===== config.mk =====
export PLATFORM = sky130hd
export DESIGN_NAME = fuzzy_cut_sched
export DESIGN_NICKNAME = d
export VERILOG_FILES = /design/src/rtl/fuzzy_cut_sched.sv
export SDC_FILE = /design/constraint.sdc
export NUM_CORES = 1
export LEC_CHECK = 0
export CELL_PAD_IN_SITES_DETAIL_PLACEMENT = 1
export CELL_PAD_IN_SITES_GLOBAL_PLACEMENT = 1
export CORE_MARGIN = 1
export CORE_UTILIZATION = 27
export CTS_BUF_LIST = sky130_fd_sc_hd__clkbuf_8
export DETAILED_ROUTE_END_ITERATION = 7
export PLACE_DENSITY_LB_ADDON = 0.1
export SLEW_MARGIN = 15
export SYNTH_ARGS = -nofsm -noshare
export SYNTH_HDL_FRONTEND = slang
export SYNTH_SLANG_ARGS = --single-unit

===== constraint.sdc =====
create_clock -name clk -period 2.4 [get_ports clk]
set_input_delay 0.48 -clock clk [delete_from_list [all_inputs] [get_ports clk]]
set_output_delay 0.48 -clock clk [all_outputs]
set_load 0.02 [all_outputs]

===== src/rtl/fuzzy_cut_sched.sv =====
// Round-robin scheduler that shares one combinational cut-line unit among NREQ requesters.
// Each operation takes a fixed two cycles from acceptance to response.
module fuzzy_cut_sched #(
   parameter int unsigned LongBits_limit = 10,
   parameter int unsigned NREQ           = 4
) (
   input  logic                             clk,
   input  logic                             rst,
   input  logic [NREQ-1:0]                  req_valid,
   output logic [NREQ-1:0]                  req_ready,
   input  logic [NREQ*LongBits_limit-1:0]   req_cut_line,
   input  logic [NREQ*LongBits_limit-1:0]   req_x,
   input  logic [NREQ*LongBits_limit-1:0]   req_y,
   output logic [NREQ-1:0]                  rsp_valid,
   input  logic [NREQ-1:0]                  rsp_ready,
   output logic [LongBits_limit-1:0]        rsp_z,
   output logic [LongBits_limit-1:0]        cu_cut_line,
   output logic [LongBits_limit-1:0]        cu_x,
   output logic [LongBits_limit-1:0]        cu_y,
   input  logic [LongBits_limit-1:0]        cu_z,
   output logic                             busy,
   output logic [15:0]                      op_count
);

   localparam int unsigned W    = LongBits_limit;
   localparam int unsigned PtrW = $clog2(NREQ);

   typedef enum logic [1:0] {StIdle, StIssue, StResp} state_e;

   state_e          state_q, state_d;
   logic [PtrW-1:0] ptr_q, ptr_d;
   logic [PtrW-1:0] owner_q, owner_d;
   logic [W-1:0]    cu_cut_line_q, cu_cut_line_d;
   logic [W-1:0]    cu_x_q, cu_x_d;
   logic [W-1:0]    cu_y_q, cu_y_d;
   logic [W-1:0]    rsp_z_q, rsp_z_d;
   logic [15:0]     op_count_q, op_count_d;

   logic [PtrW-1:0] winner;
   logic            win_found;
   int unsigned     cand;

   // First valid requester at or after ptr, wrapping around.
   always_comb begin
      winner    = '0;
      win_found = 1'b0;
      cand      = 0;
      for (int unsigned i = 0; i < NREQ; i++) begin
         cand = 32'(ptr_q) + i;
         if (cand >= NREQ) begin
            cand = cand - NREQ;
         end
         if (!win_found && req_valid[cand[PtrW-1:0]]) begin
            win_found = 1'b1;
            winner    = cand[PtrW-1:0];
         end
      end
   end

   always_comb begin
      state_d       = state_q;
      ptr_d         = ptr_q;
      owner_d       = owner_q;
      cu_cut_line_d = cu_cut_line_q;
      cu_x_d        = cu_x_q;
      cu_y_d        = cu_y_q;
      rsp_z_d       = rsp_z_q;
      op_count_d    = op_count_q;
      req_ready     = '0;
      rsp_valid     = '0;
      unique case (state_q)
         StIdle: begin
            if (win_found) begin
               req_ready[winner] = 1'b1;
               owner_d           = winner;
               cu_cut_line_d     = req_cut_line[32'(winner)*W +: W];
               cu_x_d            = req_x[32'(winner)*W +: W];
               cu_y_d            = req_y[32'(winner)*W +: W];
               ptr_d             = (32'(winner) + 1 >= NREQ) ? '0 : winner + PtrW'(1);
               state_d           = StIssue;
            end
         end
         StIssue: begin
            rsp_z_d = cu_z;
            state_d = StResp;
         end
         StResp: begin
            rsp_valid[owner_q] = 1'b1;
            if (rsp_ready[owner_q]) begin
               state_d = StIdle;
               if (op_count_q != 16'hFFFF) begin
                  op_count_d = op_count_q + 16'd1;
               end
            end
         end
         default: state_d = StIdle;
      endcase
      // Nothing may be accepted on a reset edge.
      if (rst) begin
         req_ready = '0;
      end
   end

   always_ff @(posedge clk) begin
      if (rst) begin
         state_q       <= StIdle;
         ptr_q         <= '0;
         owner_q       <= '0;
         cu_cut_line_q <= '0;
         cu_x_q        <= '0;
         cu_y_q        <= '0;
         rsp_z_q       <= '0;
         op_count_q    <= '0;
      end else begin
         state_q       <= state_d;
         ptr_q         <= ptr_d;
         owner_q       <= owner_d;
         cu_cut_line_q <= cu_cut_line_d;
         cu_x_q        <= cu_x_d;
         cu_y_q        <= cu_y_d;
         rsp_z_q       <= rsp_z_d;
         op_count_q    <= op_count_d;
      end
   end

   assign cu_cut_line = cu_cut_line_q;
   assign cu_x        = cu_x_q;
   assign cu_y        = cu_y_q;
   assign rsp_z       = rsp_z_q;
   assign op_count    = op_count_q;
   assign busy        = (state_q != StIdle);

endmodule


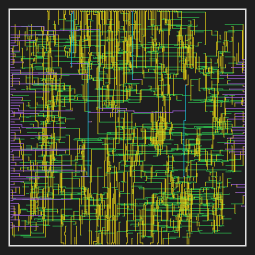
(routed metal, one colour a layer)
Drawn at 2 px/um.
metal 3 -> purple  # wire length 980 um
metal 2 -> yellow  # wire length 6680 um
metal 1 -> green  # wire length 5360 um
metal 4 -> cyan  # wire length 223 um

==> flow_summary.ini <==
; flow metrics
[critical_path]
worst_setup_path_end_kind = primary output
cp_num_buf_inv = 2
r2r_setup_slack_ps = 310
r2r_end = op_count[11]
slowest_delay_ps = 510
cp.depth = 7
required_ps = 1920
path_delay_family = simple AND/OR/NAND/NOR gates
crit_fanout = 3
endpoint = req_ready[3]
worstPathCellList = nor2b_4 -> or4b_4 -> and2_4 -> inv_4 -> ha_4 -> and2_4 -> buf_6
r2r_cells = 6
timing.rr.start = state_q[1]
start_kind = register
crit_slowest_cell = or4b_4
arrival_ps = 1900
startpoint = ptr_q[0]
critPathKind = reg2out
cp_common_cell = and2_4

[clock_tree]
numCtsBuffers = 9
path_clk_slew_ps = 70
cts_resized = 50
root_buffer = clkbuf_8
htreeDepth = 3
insertion_delay_ps = 340
cts_tree = built
cts_num_sinks = 62
cts_max_path_buffers = 2
cts_post_setup_buffers_inserted = 1
cts_hold_buf = 0

[route]
via_per_inst = 4.87
drt_first_pass_iters = 4
ant_nets = 0
vias = 3952
route.detailed.drc = 0
postRouteWirelength_um = 13200
wire_per_inst_um = 16.3
drt_iter0_drc = 126

[synth]
avgSynthCellArea_um2 = 8.41
ys_top_cells_by_area = dfxtp_1 34%, mux2i_1 10%, o211ai_1 6.9%, nand2_1 5.8%, a21boi_0 5.4%
yosys_warnings = 0
synth.distinct_cells = 49
yosysTopAreaCell = dfxtp_1
ys_ff = 62
ys_cells = 428
synthCells = 428
ys_seq_share_pct = 34.5
syn_nets = 570
synth_top_area_share_pct = 34.5
ys_area_um2 = 3600
synth_area_um2 = 3600

[sta]
min_period_over_period_pct = 99.3
fin_skew_ps = 7.20
slew_headroom_pct = 51.0
finalHoldViolations = 0
maxSlewViolCount = 0
worstMarginPinSlew_ps = 733
post-route-min-period_ps = 2380
setup_viol_count_final = 0
whs_ps = 454
max_freq_mhz = 420
grt_setup_unrepaired = yes

[grt]
grt-ovfl-total = 0
grt_pass1_wl_um = 21200
grt_pass1_vias = 4128
grt_max_degree = 59
antenna_found_initial = 0
globalRouteTotalUtil_pct = 19.4

[floorplan]
die_area_um2 = 13800
fp.dieH_um = 117
core_um2 = 12800
num_rows = 41
core_util_floorplan_pct = 28.1
die_w_um = 117
ioPinCount = 205

[cells_and_area]
post-route-util_pct = 47.7
final_cells = 812
fill_cells = 1530
layout.nets = 777
drive_above_1_share_pct = 11.3
area_growth_pct = 70.1
diodes = 0

[placed_design]
gp_congestion = 0.759
placed_cells = 795
io_buffers = 204
hpwl_um = 10300

[hold_path]
min_path_type = reg2reg
hold_depth = 2
min-delay-start = rsp_z[4]
whs_endpoint = rsp_z[4]

[run_status]
status = finished clean

[pwr]
peakVddDrop_mv = 0.217
power_density_nw_per_um2 = 616
p_leak_nw = 2.42

[run]
warning_count = 28
maxCapViolCount = 0
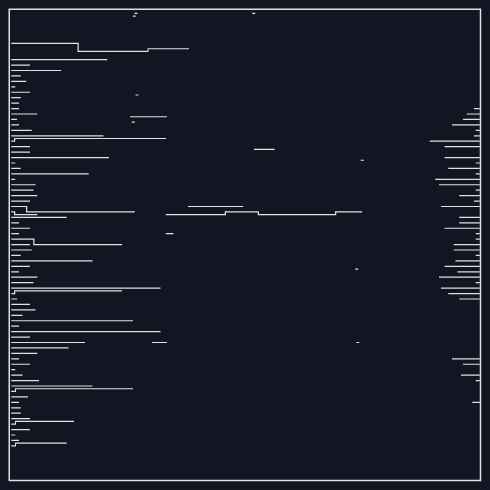
(M3 wires)
Drawn at 4 px/um.
longest straight run = 37.7 um
wire length on this layer = 980 um
main direction = horizontal

## synthesized netlist by cell type, drive strengths merged
cell	number
a211oi	1
a21boi	30
a21oi	12
and2	4
and3	31
and4	2
buf	11
clkbuf	21
dfxtp	62
ha	2
inv	3
mux2	4
mux2i	37
nand2	56
nand2b	2
nand3	3
nand3b	1
nand4	7
nor2	31
nor2b	9
nor3	3
nor3b	1
nor4	9
o211ai	33
o21ai	30
o21ba	2
o21bai	1
o221ai	1
o22a	1
o22ai	1
o311a	1
o31a	3
or3b	2
or4	1
or4b	1
xnor2	4
xor2	5
## metrics by stage
step / TNS, ps / worst slack [ps] / power, mW / cell area [um^2]
final: 0 / 16.8 / 3.77 / 6120
after global routing: -104 / -57.3 / 4.01 / 6120
after CTS: -20.4 / -20.4 / 3.83 / 6110
after detailed placement: -8030 / -855 / 2.75 / 5850
after global placement: -6820 / -819 / 2.71 / 5850
after floorplan: 0 / 41.0 / 2.06 / 3600
## sequential cells by signal (all words and copies together), names as in the netlist
name         count
rsp_z           10
ptr_q            2
state_q          2
cu_cut_line     10
op_count        16
cu_y            10
owner_q          2
cu_x            10
## routing by layer
metal	global-route usage [%]	part of all wire, %	wire length [um]	up-vias
met4	7.05	1.7	223	0
met2	34.2	50	6680	125
met3	6.10	7.4	979	16
li1	-	-	-	1960
met1	21.8	40	5360	1851
met5	0	0	0	-
## where the power goes
part | internal (mW) | total [mW] | switching (mW) | leakage [nW]
logic | 0.772 | 1.49 | 0.717 | 1.79
registers | 1.17 | 1.26 | 0.0871 | 0.509
clock network | 0.603 | 1.03 | 0.423 | 0.119
## placed cells by master (no fill, tap or decap), types with 2 or more instances in the layout
cell,netlist,layout
clkdlybuf4s50_1,0,192
nor2b_1,9,7
nor4_1,7,6
o21ba_2,2,2
o21ai_0,20,20
and2_4,1,3
xnor2_1,4,4
buf_2,4,2
a21boi_1,4,4
and4_1,2,2
bufinv_16,0,2
and3_1,31,31
buf_4,1,23
a21oi_1,12,12
nor4_2,2,3
clkbuf_2,1,2
nand4_1,7,7
mux2i_1,37,37
inv_1,3,4
a21boi_0,26,26
mux2_2,3,3
nand2_1,56,56
o21ai_1,9,9
dfxtp_1,62,61
o211ai_1,33,33
dlygate4sd2_1,0,2
nand3_1,3,3
o31a_1,3,3
nor3_1,2,2
clkbuf_8,0,10
xor2_1,5,5
dlymetal6s2s_1,0,2
buf_6,4,4
nor2b_4,0,2
nor2_1,31,29
clkinv_2,0,2
## kinds of logic (layout without fill, tap and decap cells)
family,after synthesis,after routing,share of synthesized area (%)
buffers and inverters,35,247,5.39
adders and majority gates,2,2,0.695
AOI/OAI and AO/OA,116,116,22.3
muxes,41,41,11.5
DFF,62,62,34.5
xor gates and xnor gates,9,9,2.19
and+or+nand+nor,163,163,23.4
## final cells by class
class | count | area, um^2 | share of cell area, %
clock buffers | 10 | 138 | 2.25
clock inverters | 6 | 77.6 | 1.27
inverters | 3 | 13.8 | 0.225
multi-input cells | 331 | 2220 | 36.2
flip-flops and latches | 62 | 1240 | 20.3
well taps | 172 | 215 | 3.52
repair buffers | 228 | 2220 | 36.2
Power figures rest on the tool's default switching activity, not on a simulated workload.
